==> run_1/ff_map.png <==
Other sequential cells in the stronger grey, the rest of the logic in the fainter grey.
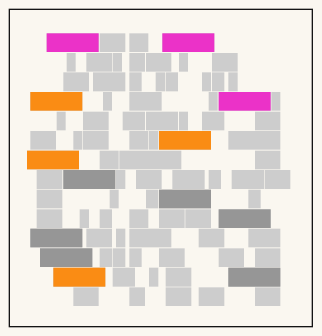
==> run_1/util_map.png <==
8 x 9 tiles, from white (low) to dark blue (high), 0 to 100% covered.
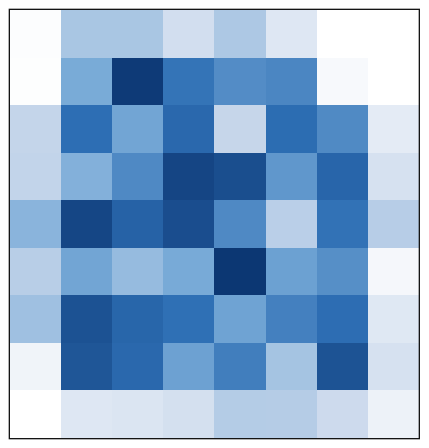
==> run_1/m1.png <==
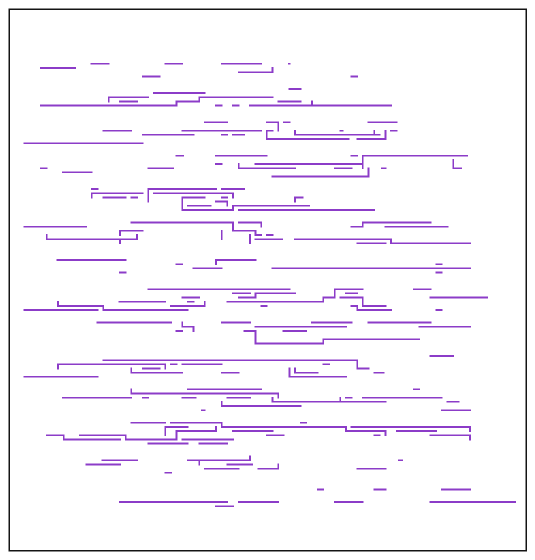
$ cat src/rtl/tnn_seq_threshold_neuron.sv
`default_nettype none
// ============================================================================
//  Module      : tnn_seq_threshold_neuron
//  Description : Sequential sum-and-threshold neuron; accumulates NUM_TERMS
//                operands per sample and emits (sum > threshold) plus the sum.
//  Revision    : 1.0 - initial release
// ============================================================================
module tnn_seq_threshold_neuron #(
    parameter int IN_W       = 3,
    parameter int NUM_TERMS  = 2,
    parameter int THR_W      = 3,
    parameter int TRUNC_LSBS = 0,
    localparam int SUM_W     = IN_W + $clog2(NUM_TERMS)
) (
    input  logic             clk,
    input  logic             rst,
    input  logic             clear_i,
    input  logic             in_valid,
    output logic             in_ready,
    input  logic [IN_W-1:0]  in_data,
    input  logic [THR_W-1:0] thr_i,
    output logic             out_valid,
    input  logic             out_ready,
    output logic             out_bit,
    output logic [SUM_W-1:0] out_sum
);

    localparam int c_CNT_W = $clog2(NUM_TERMS);
    localparam int c_CMP_W = (SUM_W > THR_W) ? SUM_W : THR_W;

    typedef enum logic [0:0] {
        S_ACC  = 1'b0,
        S_HOLD = 1'b1
    } state_t;

    state_t              r_state;
    state_t              w_state_next;
    logic [c_CNT_W-1:0]  r_count;
    logic [SUM_W-1:0]    r_acc;
    logic [THR_W-1:0]    r_thr;
    logic                r_out_bit;
    logic [SUM_W-1:0]    r_out_sum;

    logic [IN_W-1:0]     w_term;
    logic [SUM_W-1:0]    w_sum;
    logic                w_accept;
    logic                w_last;
    logic                w_gt;

    generate
        if (TRUNC_LSBS == 0) begin : g_exact
            assign w_term = in_data;
        end else begin : g_trunc
            assign w_term = {in_data[IN_W-1:TRUNC_LSBS], {TRUNC_LSBS{1'b0}}};
        end
    endgenerate

    // SUM_W covers NUM_TERMS * (2^IN_W - 1), so this add cannot wrap.
    assign w_sum    = r_acc + SUM_W'(w_term);
    assign w_gt     = c_CMP_W'(w_sum) > c_CMP_W'(r_thr);
    assign w_last   = (r_count == c_CNT_W'(NUM_TERMS - 1));
    assign in_ready = (r_state == S_ACC);
    assign w_accept = in_valid && in_ready && !clear_i;

    assign out_valid = (r_state == S_HOLD);
    assign out_bit   = r_out_bit;
    assign out_sum   = r_out_sum;

    always_ff @(posedge clk) begin
        if (rst) begin
            r_state <= S_ACC;
        end else begin
            r_state <= w_state_next;
        end
    end

    always_comb begin
        w_state_next = r_state;
        if (clear_i) begin
            w_state_next = S_ACC;
        end else begin
            case (r_state)
                S_ACC:   if (w_accept && w_last) w_state_next = S_HOLD;
                S_HOLD:  if (out_ready)          w_state_next = S_ACC;
                default: w_state_next = S_ACC;
            endcase
        end
    end

    always_ff @(posedge clk) begin
        if (rst) begin
            r_count   <= '0;
            r_acc     <= '0;
            r_thr     <= '0;
            r_out_bit <= 1'b0;
            r_out_sum <= '0;
        end else if (clear_i) begin
            r_count <= '0;
            r_acc   <= '0;
        end else if (w_accept) begin
            if (w_last) begin
                r_out_sum <= w_sum;
                r_out_bit <= w_gt;
                r_count   <= '0;
            end else if (r_count == '0) begin
                // First beat starts a fresh sample and captures its threshold.
                r_acc   <= SUM_W'(w_term);
                r_thr   <= thr_i;
                r_count <= c_CNT_W'(1);
            end else begin
                r_acc   <= w_sum;
                r_count <= r_count + c_CNT_W'(1);
            end
        end
    end

endmodule
`default_nettype wire

$ cat config.mk
export PLATFORM = sky130hd
export DESIGN_NAME = tnn_seq_threshold_neuron
export DESIGN_NICKNAME = d
export VERILOG_FILES = /design/src/rtl/tnn_seq_threshold_neuron.sv
export SDC_FILE = /design/constraint.sdc
export NUM_CORES = 1
export LEC_CHECK = 0
export CORE_AREA = 2 2 40 42
export DETAILED_ROUTE_END_ITERATION = 6
export DIE_AREA = 0 0 42 44
export PLACE_DENSITY_LB_ADDON = 0.1
export SKIP_LAST_GASP = 1
export SLEW_MARGIN = 10
export SYNTH_ARGS = -nofsm -noshare
export SYNTH_HDL_FRONTEND = slang
export SYNTH_SLANG_ARGS = --single-unit
$ cat constraint.sdc
create_clock -name clk -period 4.7 [get_ports clk]
set_input_delay 0.47 -clock clk [delete_from_list [all_inputs] [get_ports clk]]
set_output_delay 0.47 -clock clk [all_outputs]
set_load 0.02 [all_outputs]
==> impl.org, run 1 <==
#+TITLE: Physical design notes

** Die
- Die footprint :: 1850 sq um

** Yosys
- Top cell type by total area after synthesis :: dfxtp_1
- In this run, the synthesized area fraction spent on adder and majority cells is recorded as 0.142.
- In this run, synthesis inferred 0 flip-flops with an integrated enable.
- Yosys-reported design area after synthesis :: 669 sq um
- Cell with the most instances after synthesis :: dfxtp_1
- After synthesis, the largest family of logic cells by area is simple AND/OR/NAND/NOR gates.

** Timing
- Adding up every negative setup slack in the final design gives 0 ps.
- Dividing the final minimum period by the clock period gives 0.487.

** Clock tree
- Per the skew report, the later register of the worst-skew pair sees a clock latency of 270 ps.
- Post-CTS Setup Bufs :: 0
- Per the CTS log, the maximum H-tree level is 1.
- CTS placed an instance of clkbuf_4 at the clock tree root.
- TritonCTS Buffers :: 3
- CTS tree :: yes
- Hold-fix buffers, CTS :: 0

** Pwr
- The power report attributes to the clock group a share of 0.309.
- Switching power as a fraction of the total was reported as 0.251.
- Clock network power consumption :: 0.0686 mW
- The script computed a power per unit cell area of 255 nW/um^2.

** Global routing
- On met2, the global router reports a usage of 0.238.

** Route
- Detailed Route Iter0 Violations :: 4

** Run status
- Run status :: finished clean
## Picture notes: ff_map.png
[r_thr] magenta | sequential cells: 3
[out_sum] orange | sequential cells: 4
not coloured: 6
sequential logic power: 0.115 mW
post-layout util: 0.615

## Picture notes: util_map.png
mean over tiles: 46%
densest ninth of the die: centre
nearly empty tiles: 8.3%
emptiest ninth of the die: upper right
CORE AREA: 1420 sq um
floorplan core density: 0.472

## Picture notes: m1.png
nets with wire on the layer: 95
main direction: horizontal
share of all routed wire: 50%
longest straight run: 20.7 um
wire length on this layer: 650 um
overall routed net length: 1290 um
vias after detailed routing: 510
met1 usage in global routing: 0.227

## run 1: registers in the layout, summed over array words and instances (netlist names)
name and cells:
out_bit 1, out_sum 4, out_valid 1, r_acc 3
r_count 1, r_thr 3
## run 1: worst min-delay path: cells and delay by family (launching register included)
family,cells,cell delay [ps]
flops,1,330
mux,1,70
simple gates,1,70
## run 1: per-layer routing
metal / vias up / routed length (um)
met3: 2 / 38
li1: 266 / -
met5: - / 0
met2: 11 / 589
met1: 231 / 649
met4: 0 / 9
## run 1: final cells by class
cell class | count | share of cell area
Clock buffer | 4 | 0.0301
Multi-Input combinational cell | 46 | 0.428
Timing Repair Buffer | 17 | 0.195
Sequential cell | 13 | 0.298
Inverter | 6 | 0.0258
Tap cell | 16 | 0.0230
==> inputs of run 2 (changes only) <==
- CORE_AREA: 2 2 40 42 -> 2 2 40 51
- DIE_AREA: 0 0 42 44 -> 0 0 42 53
- clock period: 4.7 -> 2.1 ns (I/O delays scaled with it)
==> run 2 against run 1 <==
Effect of this change:
- clock-buffer cell count did not move
- die size rose by 20%
- setup slack got worse by 2300 ps
- largest power group unchanged
- critical path type unchanged
==> impl.org, run 2 <==
#+TITLE: Physical design notes

** Hold path
- Launch point of the worst hold path :: out_sum[0]
- Type of the tightest min-delay check :: flip-flop to flip-flop

** Yosys
- Yosys reports that the most numerous cell types are dfxtp_1, nor2_1, mux2i_1.
- In this run, the synthesized area fraction spent on adder and majority cells is recorded as 0.142.
- In this run, synthesis inferred 0 flip-flops with an integrated enable.
- Grouping non-sequential cells by family puts the most area in simple AND/OR/NAND/NOR gates.
- Top cell type by total area after synthesis :: dfxtp_1
- In the synthesis report, Yosys lists the chip area as 669 sq um.
- By instance count, the leading cell after synthesis is dfxtp_1.
- The synth_stat.txt file lists the number of cells as 68.

** Route
- Vias after detailed routing :: 541
- Overall routed net length :: 1350 um
- Total met3 wirelength after detailed routing :: 64 um
- Per the detail_route log, the uppermost layer with routed signals is met4.
- The detailed router reports a met2 wire length of 635 um.
- Detailed Route Iter0 Violations :: 6
- Detailed-route wire length on metal 1 :: 623 um

** Pwr
- The switching portion of total power comes to 0.262.
- The flow reports power dissipated in the clock network as 0.162 mW.
- Dividing total power by cell area gives a power density of 567 nW/um^2.
- Power Internal :: 0.376 mW
- The power report lists the sequential group at 0.258 mW.
- Total leakage power :: 0.359 nW
- The power report attributes to the clock group a share of 0.318.

** Die
- Die footprint :: 2230 sq um
- The floorplan step set the die width to 42 um.
- For this configuration, the core starts out at a cell density of 0.389.
- CORE AREA :: 1720 sq um

** Global routing
- Congestion Overflow GR :: 0
- Met1 usage in global routing :: 0.158
- Global routing met2 resource utilization :: 0.216

** Clock tree
- TritonCTS built the clock tree.
- Looking at the clock tree report, the H-tree level count equals 1.
- Hold-fix buffers, CTS :: 0
- Root Buffer Master :: clkbuf_4
- Per the repair_timing log after CTS, setup buffers inserted total 0.
- Clock insertion delay at the later pin of the skew report :: 280 ps
- TritonCTS Buffers :: 3

** Place
- DP Wirelength :: 1010 um

** Setup path
- In this run the worst setup path begins at in_data[0].

** Run status
- Run status :: finished clean

** Timing
- Summed over all failing endpoints, the final setup total negative slack is 0 ps.

** Layout
- Post-layout util :: 0.522
- The register with the most flip-flops in the layout has 4 of them.
## run 2: cell types whose count changed in the layout (fill, tap and decap cells not counted)
| cell | change |
|---|---|
| nor4bb_2 | -1 |
| buf_4 | +4 |
| nor4bb_1 | +1 |
## run 2: cells by family after synthesis
logic type               after synthesis
XOR/XNOR                               2
buffers and inverters                  9
adder cells (fa/ha/maj)                7
flip-flops                            13
AND-OR/OR-AND                          8
AND/OR/NAND/NOR                       22
multiplexers                           7
## run 2: area by class of cell
type / count / area (sq um)
multi-input combinational: 46 / 367
sequential: 13 / 260
timing repair buffer: 21 / 200
inverter: 6 / 22.5
clock buffer: 4 / 26.3
tap: 19 / 23.8
fill: 172 / 823
==> run_2/m2.png <==
Cells faint in the background.
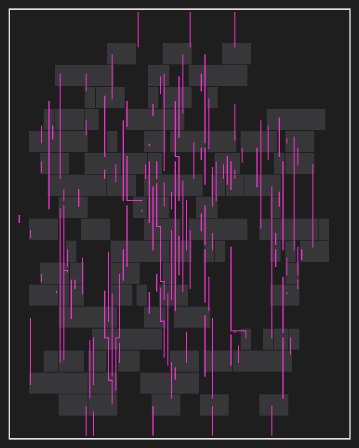
longest straight run: 19.0 um
main direction: vertical
share of all routed wire: 47%

==> inputs of run 3 (changes only) <==
- CORE_AREA: 2 2 40 51 -> 2 2 39 41
- DIE_AREA: 0 0 42 53 -> 0 0 41 43
- DONT_BUFFER_PORTS: not set -> 1
==> run 3 against run 2 <==
Effect of this change:
- hold slack worse by 420 ps
- clock power down 2%
- sequential share of layout area is 5.5 points higher
- sequential power is essentially flat
- die size down 21%
- clock skew grew 1.3 ps
- critical endpoint unchanged
==> impl.org, run 3 <==
#+TITLE: Physical design notes

** Route
- Detailed-route wire length on metal 1 :: 586 um
- Vias after detailed routing :: 469
- The violation tally recorded at the end of detailed-routing iteration 0 is 9.
- After detailed routing, the total wire length is 1240 um.
- Total length of routed met2 wires :: 561 um

** Pwr
- Clock network power consumption :: 0.158 mW
- The script computed the net switching share of total power as 0.255.
- Portion of total power attributed to the clock network :: 0.327
- For the sequential group, total power comes out at 0.261 mW.
- The flow reported a cell area power density of 639 nW/um^2.

** Layout
- The area taken by sequential standard cells is reported as 260 sq um.
- The register with the most flip-flops in the layout has 4 of them.
- At the end of the flow the core is filled with cells to 0.546.
- Comb area :: 367 sq um

** Run status
- The run finished with clean final reports.

** Timing
- Final period utilization :: 0.920
- Sum of negative setup slack :: 0 ps

** Yosys
- Synth cell count leaders :: dfxtp_1, nor2_1, mux2i_1
- In the synthesis report, Yosys lists the chip area as 669 sq um.
- Count of instantiated cells in the yosys netlist :: 68
- Looking at area per cell type in the netlist, the leader is dfxtp_1.

** Clock tree
- Root Buffer Master :: clkbuf_4
- In this run the number of H-tree levels came out at 1.
- TritonCTS Buffers :: 3
- TritonCTS built the clock tree.

** Global routing
- Global routing met2 resource utilization :: 0.234
- Congestion Overflow GR :: 0

** Die
- From left edge to right edge, the die measures 41 um.
- According to the floorplan report, the total die area is 1760 sq um.
- Floorplan core density :: 0.484

** Place
- According to the dpl log, the detail-placed design has an HPWL of 859 um.

** Hold path
- According to the hold report, the worst path is of the input port to flip-flop type.
## run 3: area by class of cell
cell class / count / area share
inverters: 6 / 0.0298
clock buffers: 4 / 0.0348
well taps: 16 / 0.0265
repair buffers: 7 / 0.0795
flip-flops and latches: 13 / 0.344
multi-input cells: 46 / 0.485
## run 3: path summary, 6_finish.rpt
kind | start | endpoint | depth (start not counted)
worst min register to register | r_thr[0] | r_thr[0] | 2
worst max-delay path | r_acc[0] | out_bit | 7
worst min-delay path | thr_i[1] | r_thr[1] | 2
worst max register to register | r_acc[0] | out_bit | 7
## run 3: what timing repair did
| action | 4_1_cts | 5_1_grt |
|---|---|---|
| hold endpoints to repair | 12 | 0 |
| hold buffers | 3 | 0 |
| resized | 0 | 0 |
| setup endpoints to repair | 0 | 1 |
| setup buffers | 0 | 3 |
==> run_3/placed.png <==
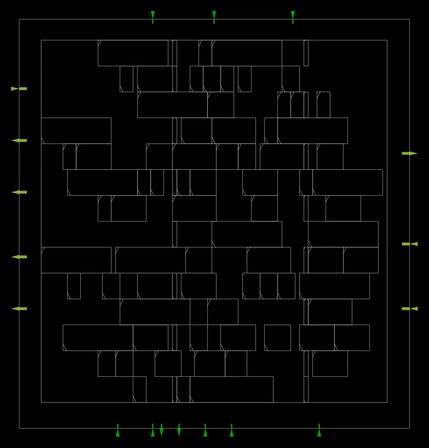
CORE AREA: 1380 sq um
total of fill cells in the finished design: 135
floorplan row count: 14
post-layout instance count excluding filler cells: 92

Power figures rest on the tool's default switching activity, not on a simulated workload.
